===== src/rtl/demux16_pkg.sv =====
// Shared lane constants and types for the 1-to-16 dispatch demultiplexer.
package demux16_pkg;

  localparam int unsigned NUM_LANES = 16;
  localparam int unsigned SEL_W     = 4;

  typedef logic [SEL_W-1:0]     lane_idx_t;
  typedef logic [NUM_LANES-1:0] lane_mask_t;

  function automatic lane_mask_t sel_onehot(lane_idx_t sel);
    lane_mask_t mask;
    mask      = '0;
    mask[sel] = 1'b1;
    return mask;
  endfunction

endpackage


===== src/rtl/demux_lane_reg.sv =====
// One-entry holding register for a single output lane; load wins over drain.
module demux_lane_reg #(
  parameter int unsigned WIDTH = 4
) (
  input  logic             clk_i,
  input  logic             rst_i,
  input  logic             load_i,
  input  logic             drain_i,
  input  logic [WIDTH-1:0] din_i,
  output logic             vld_o,
  output logic [WIDTH-1:0] data_o
);

  logic             vld_q, vld_d;
  logic [WIDTH-1:0] data_q, data_d;

  always_comb begin
    vld_d  = vld_q;
    data_d = data_q;
    if (load_i) begin
      vld_d  = 1'b1;
      data_d = din_i;
    end else if (drain_i) begin
      // Data is left in place after a drain; only the valid flag drops.
      vld_d  = 1'b0;
    end
  end

  always_ff @(posedge clk_i) begin
    if (rst_i) begin
      vld_q  <= 1'b0;
      data_q <= '0;
    end else begin
      vld_q  <= vld_d;
      data_q <= data_d;
    end
  end

  assign vld_o  = vld_q;
  assign data_o = data_q;

endmodule


===== src/rtl/demux16_dispatch.sv =====
// Registered 1-to-16 valid/ready demultiplexer with per-lane holding registers.
// Optional broadcast to all lanes is enabled by defining DEMUX16_BCAST_EN.
module demux16_dispatch
  import demux16_pkg::*;
#(
  parameter int unsigned WIDTH = 4,
  parameter int unsigned CNT_W = 16
) (
  input  logic                       clk,
  input  logic                       rst,
  input  logic                       in_vld,
  output logic                       in_rdy,
  input  logic [SEL_W-1:0]           in_sel,
  input  logic [WIDTH-1:0]           in_data,
  output logic [NUM_LANES-1:0]       out_vld,
  input  logic [NUM_LANES-1:0]       out_rdy,
  output logic [NUM_LANES*WIDTH-1:0] out_data,
`ifdef DEMUX16_BCAST_EN
  input  logic                       in_bcast,
`endif
  output logic [CNT_W-1:0]           disp_cnt
);

  lane_mask_t       lane_free;
  lane_mask_t       load_mask;
  lane_mask_t       drain_mask;
  logic             accept;
  logic [CNT_W-1:0] disp_cnt_q, disp_cnt_d;

  // A full lane that drains this cycle may be refilled in the same cycle.
  assign lane_free  = ~out_vld | out_rdy;
  assign drain_mask = out_vld & out_rdy;
  assign accept     = in_vld & in_rdy;

  always_comb begin
    load_mask = '0;
`ifdef DEMUX16_BCAST_EN
    in_rdy = in_bcast ? (&lane_free) : lane_free[in_sel];
    if (accept) begin
      load_mask = in_bcast ? '1 : sel_onehot(lane_idx_t'(in_sel));
    end
`else
    in_rdy = lane_free[in_sel];
    if (accept) begin
      load_mask = sel_onehot(lane_idx_t'(in_sel));
    end
`endif
  end

  for (genvar i = 0; i < NUM_LANES; i++) begin : g_lane
    demux_lane_reg #(
      .WIDTH(WIDTH)
    ) u_lane (
      .clk_i  (clk),
      .rst_i  (rst),
      .load_i (load_mask[i]),
      .drain_i(drain_mask[i]),
      .din_i  (in_data),
      .vld_o  (out_vld[i]),
      .data_o (out_data[i*WIDTH +: WIDTH])
    );
  end

  always_comb begin
    disp_cnt_d = disp_cnt_q;
    if (accept) begin
      disp_cnt_d = disp_cnt_q + CNT_W'(1);
    end
  end

  always_ff @(posedge clk) begin
    if (rst) begin
      disp_cnt_q <= '0;
    end else begin
      disp_cnt_q <= disp_cnt_d;
    end
  end

  assign disp_cnt = disp_cnt_q;

endmodule


===== config.mk =====
export PLATFORM = sky130hd
export DESIGN_NAME = demux16_dispatch
export DESIGN_NICKNAME = d
export VERILOG_FILES = /design/src/rtl/demux16_pkg.sv /design/src/rtl/demux_lane_reg.sv /design/src/rtl/demux16_dispatch.sv
export SDC_FILE = /design/constraint.sdc
export NUM_CORES = 1
export LEC_CHECK = 0
export ABC_AREA = 0
export CAP_MARGIN = 40
export CORE_AREA = 3 3 94 96
export CTS_CLUSTER_DIAMETER = 60
export DETAILED_ROUTE_END_ITERATION = 8
export DIE_AREA = 0 0 97 99
export PLACE_DENSITY = 0.85
export SYNTH_ARGS = -nofsm -noshare
export SYNTH_HDL_FRONTEND = slang
export SYNTH_SLANG_ARGS = --single-unit

===== constraint.sdc =====
create_clock -name clk -period 3.4 [get_ports clk]
set_clock_uncertainty 0.05 [all_clocks]
set_input_delay 0.34 -clock clk [delete_from_list [all_inputs] [get_ports clk]]
set_output_delay 0.34 -clock clk [all_outputs]
set_load 0.005 [all_outputs]

==> tab_implementation.tex <==
% Table of physical implementation metrics
\begin{tabular}{lr}
\hline
Metric & Value \\
\hline
\multicolumn{2}{l}{\textbf{Route}} \\
DR iter-0 viols & 95 \\
Routed length on met3 & 733 um \\
Metal1 wirelength & 4.40 mm \\
Avg WL per Cell & 16.6 um \\
Met2 routed wirelength & 5.28 mm \\
Number of nets still failing antenna checks after routing & 0 \\
Top Layer Used & met4 \\
Length of the first detailed-routing pass in iterations & 4 \\
Routed via count divided by cell count & 5.27 \\
DR DRC count & 0 \\
Routed via count & 3339 \\
\multicolumn{2}{l}{\textbf{Final layout}} \\
Nonclk inv count & 14 \\
Area growth, synth to finish & 33.1\% \\
Commonest Layout Cell & sky130\_fd\_sc\_hd\_\_clkdlybuf4s50\_1 \\
Number of non-clock buffers & 128 \\
Combinational share of cell area & 34.5\% \\
Largest cell class by area & sequential cells \\
Number of clock buffers in the layout & 9 \\
Data buffer area share & 23.4\% \\
Comb gates & 274 \\
Share of layout cells above drive strength 1 & 7.58\% \\
Number of antenna diodes & 0 \\
Comb gate area & 1880 um\^{}2 \\
Clock buffer and inverter area fraction after layout & 3.57\% \\
Final Net Count & 551 \\
Dominant logic cell types in the final layout & sky130\_fd\_sc\_hd\_\_clkdlybuf4s50\_1 (122), sky130\_fd\_sc\_hd\_\_dfxtp\_1 (96), sky130\_fd\_sc\_hd\_\_nor2\_1 (74) \\
\multicolumn{2}{l}{\textbf{Synth}} \\
Cell Area, Synth & 4100 um\^{}2 \\
Flip-flop and latch count after synthesis & 96 \\
Post-synthesis mux area share & 20.6\% \\
Yosys warns & 0 \\
Synthesized-area fraction occupied by xor and xnor cells & 0.427\% \\
Synth Area per Inst & 9.56 um\^{}2 \\
Fraction of post-synthesis cell area in the top cell type by area & 46.8\% \\
Chip area estimate from yosys synthesis & 4100 um\^{}2 \\
Total nets after synthesis & 457 \\
Ranking of synthesized cells by area & sky130\_fd\_sc\_hd\_\_dfxtp\_1 (47\%), sky130\_fd\_sc\_hd\_\_mux2i\_1 (16\%), sky130\_fd\_sc\_hd\_\_nor2\_1 (6.8\%) \\
Number of enable-type register cells in the synthesized netlist & 0 \\
Simple logic cell fraction of the synthesized area & 18.6\% \\
Biggest area consumer among synthesized cells & sky130\_fd\_sc\_hd\_\_dfxtp\_1 \\
Post-synthesis cell type count & 39 \\
Dominant cell by count in the synthesized netlist & sky130\_fd\_sc\_hd\_\_dfxtp\_1 \\
Most used DFF post-synth & sky130\_fd\_sc\_hd\_\_dfxtp\_1 \\
Combinational family with the most area after synthesis & multiplexers \\
Adder and majority gate portion of the synthesized area & 0.305\% \\
Share of synthesized area occupied by flip-flops and latches & 46.8\% \\
Gate Count Post-Synth & 429 \\
\multicolumn{2}{l}{\textbf{Pwr}} \\
Combinational power share & 8.6\% \\
Power Dens Cells & 376 nW/um\^{}2 \\
Worst ir drop on vdd & 253 uV \\
Overall power consumption & 2.05 mW \\
Design internal power & 1.52 mW \\
Power Clock & 729 uW \\
Seq pwr share & 55.9\% \\
Sequential power & 1.15 mW \\
Switching share of total power & 26.2\% \\
Largest Pwr Group & registers \\
Clock share of power & 35.5\% \\
Net Switching & 538 uW \\
Static power due to leakage & 2.04 nW \\
Combinational-cell power consumption & 176 uW \\
\multicolumn{2}{l}{\textbf{Clock tree}} \\
CTS sink count & 96 \\
Number of setup buffers added after CTS & 0 \\
Clk Tree Root Cell & sky130\_fd\_sc\_hd\_\_clkbuf\_8 \\
Clock Path Buffers & 2 \\
Insertion delay to the later sink of the worst-skew pair & 0.36 ns \\
Number of clock buffers inserted by TritonCTS & 9 \\
TritonCTS clock tree & built \\
CTS clock-pin slew for the worst setup and hold paths & 0.10 ns \\
CTS Hold Buffers Added & 0 \\
Post\_cts resized & 0 \\
H-Tree Depth & 3 \\
\multicolumn{2}{l}{\textbf{STA}} \\
RSZ-0062 raised after global routing & no \\
Top achievable clock speed & 0.335 GHz \\
Least setup slack across all paths after layout & 0.413 ns \\
Pin slew with the least headroom to its limit & 0.675 ns \\
Worst slack on hold paths & 0.351 ns \\
Worst slew margin relative to its limit & 54.9\% \\
Clock period minus worst slack & 2.99 ns \\
Count of pins over their slew limit & 0 \\
Setup Viol. Count Final & 0 \\
\multicolumn{2}{l}{\textbf{Global routing}} \\
Global-route wire length before repair & 16.6 mm \\
Highest-utilization routing layer at the global route stage & met2 \\
Number of antenna violations at the first check in global routing & 0 \\
Global routing usage on met3 & 7.29\% \\
Largest net degree at the start of global routing & 41 \\
GRT overflow & 0 \\
Number of global-route vias before repair & 3248 \\
Met1 capacity usage during global routing & 25.8\% \\
\multicolumn{2}{l}{\textbf{Die}} \\
Initial standard-cell utilization of the core & 50.4\% \\
Die area & 9600 um\^{}2 \\
Die span in y & 99 um \\
Width of the die & 97 um \\
\multicolumn{2}{l}{\textbf{Critical path}} \\
Setup slack of the most critical reg-to-reg path & 1.18 ns \\
Critical path buffer and inverter count & 4 \\
Worst Reg2Reg Path Length in Cells & 7 \\
Startpoint types & input port \\
Launch point of the critical path & in\_sel[3] \\
Count of cell instances traversed by the critical path & 7 \\
Kind of end point of the critical path & output pin \\
Data arrival time of the worst path & 2.60 ns \\
Max stage delay cell, worst path & sky130\_fd\_sc\_hd\_\_mux4\_2 \\
Crit Reg-Reg Startpoint & g\_lane[7].u\_lane.vld\_o\$\_SDFFE\_PP0P\_ \\
Top fanout value on the critical path & 13 \\
Capture point of the worst path & in\_rdy \\
Category of the critical setup timing path & in2out \\
Critical-path cell list & clkdlybuf4s50\_1 > inv\_2 > mux4\_2 > a22oi\_2 > and3\_4 > inv\_2 > clkdlybuf4s50\_1 \\
Required time at the worst-slack endpoint & 3.01 ns \\
Delay contributed by the slowest stage of the critical path & 0.52 ns \\
End of the worst register-to-register path & disp\_cnt[5]\$\_SDFFE\_PP0P\_ \\
Largest delay share family, worst path & buffers and inverters \\
\multicolumn{2}{l}{\textbf{Placed design}} \\
Setup slack after placement & 0.430 ns \\
Final Wtd Congestion & 0.795 \\
DP Wirelength & 7.68 mm \\
Area post-placement & 5270 um\^{}2 \\
Instance count after placement with tap cells included & 617 \\
\multicolumn{2}{l}{\textbf{Min path}} \\
End point of the most critical hold path & g\_lane[2].u\_lane.data\_o[0]\$\_SDFFE\_PP0P\_ \\
Path category of the worst min-delay check & in2reg \\
Worst hold path cell count & 2 \\
\multicolumn{2}{l}{\textbf{Flow run}} \\
Tool warnings & 26 \\
Maximum Capacitance Violations & 0 \\
\multicolumn{2}{l}{\textbf{Outcome}} \\
Run status & finished, final reports clean \\
\hline
\end{tabular}
## state kept, by name (all words and copies together), names as in the netlist
signal	cells
g_lane.u_lane.data_o	64
g_lane.u_lane.vld_o	16
disp_cnt	16
## worst reg2reg max path, stage by stage (launching register included)
cell	delay [ns]
sky130_fd_sc_hd__dfxtp_1	0.36
sky130_fd_sc_hd__nand2b_1	0.11
sky130_fd_sc_hd__mux4_2	0.50
sky130_fd_sc_hd__a22oi_2	0.27
sky130_fd_sc_hd__and3_4	0.30
sky130_fd_sc_hd__inv_2	0.06
sky130_fd_sc_hd__and3_1	0.17
sky130_fd_sc_hd__mux2_1	0.30
## kinds of logic after synthesis
kind of cell               Yosys count
and+or+nand+nor                    153
DFF                                 96
muxes                               75
adders and majority gates            1
xor gates and xnor gates             2
buffers and inverters               59
AOI/OAI and AO/OA                   43
**Signal wires on met3**

The bar under the picture is 20 um long.
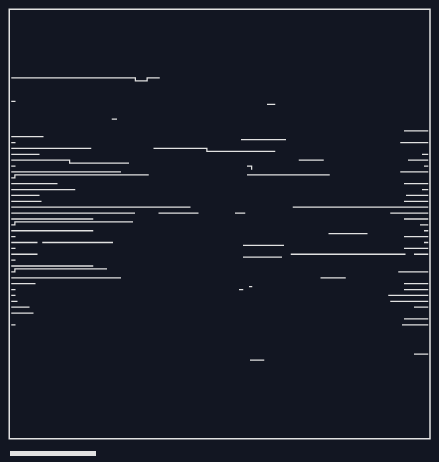
- main direction: horizontal
- longest straight run: 41.2 um
- share of all routed wire: 7.0%

**Metal 2**

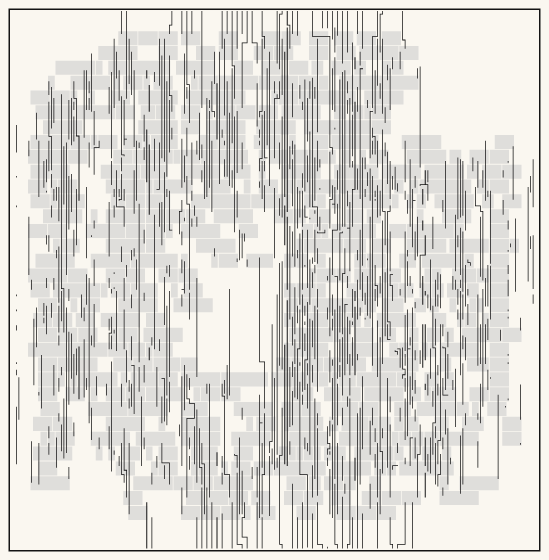
- wire length on this layer: 5280 um
- main direction: vertical
- longest straight run: 35.5 um
- share of all routed wire: 50%
DRT Wirelength: 10.5 mm
met2 Use GR: 36.7%

**Wires at chosen ports, followed through buffers**

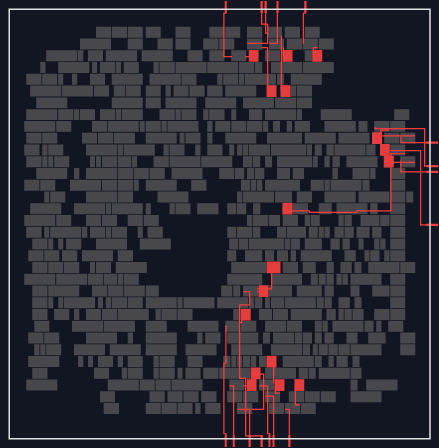
- red: `out_rdy` (bits 16; direction input; end cells 17; buffers 16; wire 371 um)
# port buffers: 123
ports placed on the boundary: 124

**Cell outlines without signal wires**

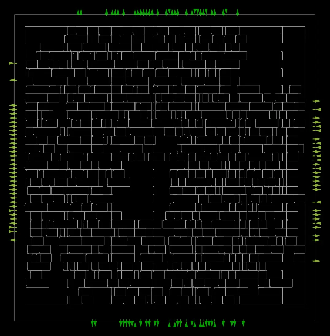
sequential portion of the cell area: 35.2%
non-filler cells in the finished layout: 633
count of sequential standard cells: 96
well tap count: 105
count of fill cells added during filler insertion: 654

**Cells coloured by class**

Fill, decap, tap and diode cells in grey.
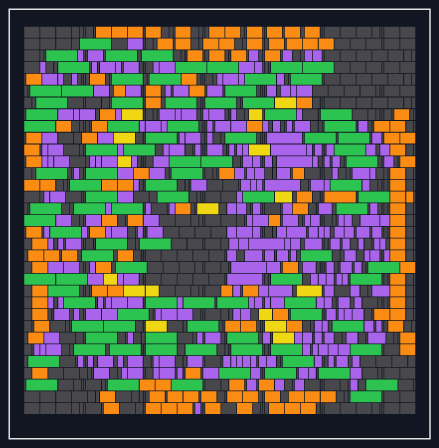
- orange: remaining buffers and delay cells (cells 128)
- green: sequential cells (cells 96)
- yellow: clock drivers and dummy loads (cells 16)
- purple: combinational and other logic (cells 288)
row count: 33
Core Util, Final: 67.1%
summed area of non-filler cells in the final layout: 5460 um^2
placeable core region: 8130 um^2

Power is estimated from default activity; no workload was simulated.
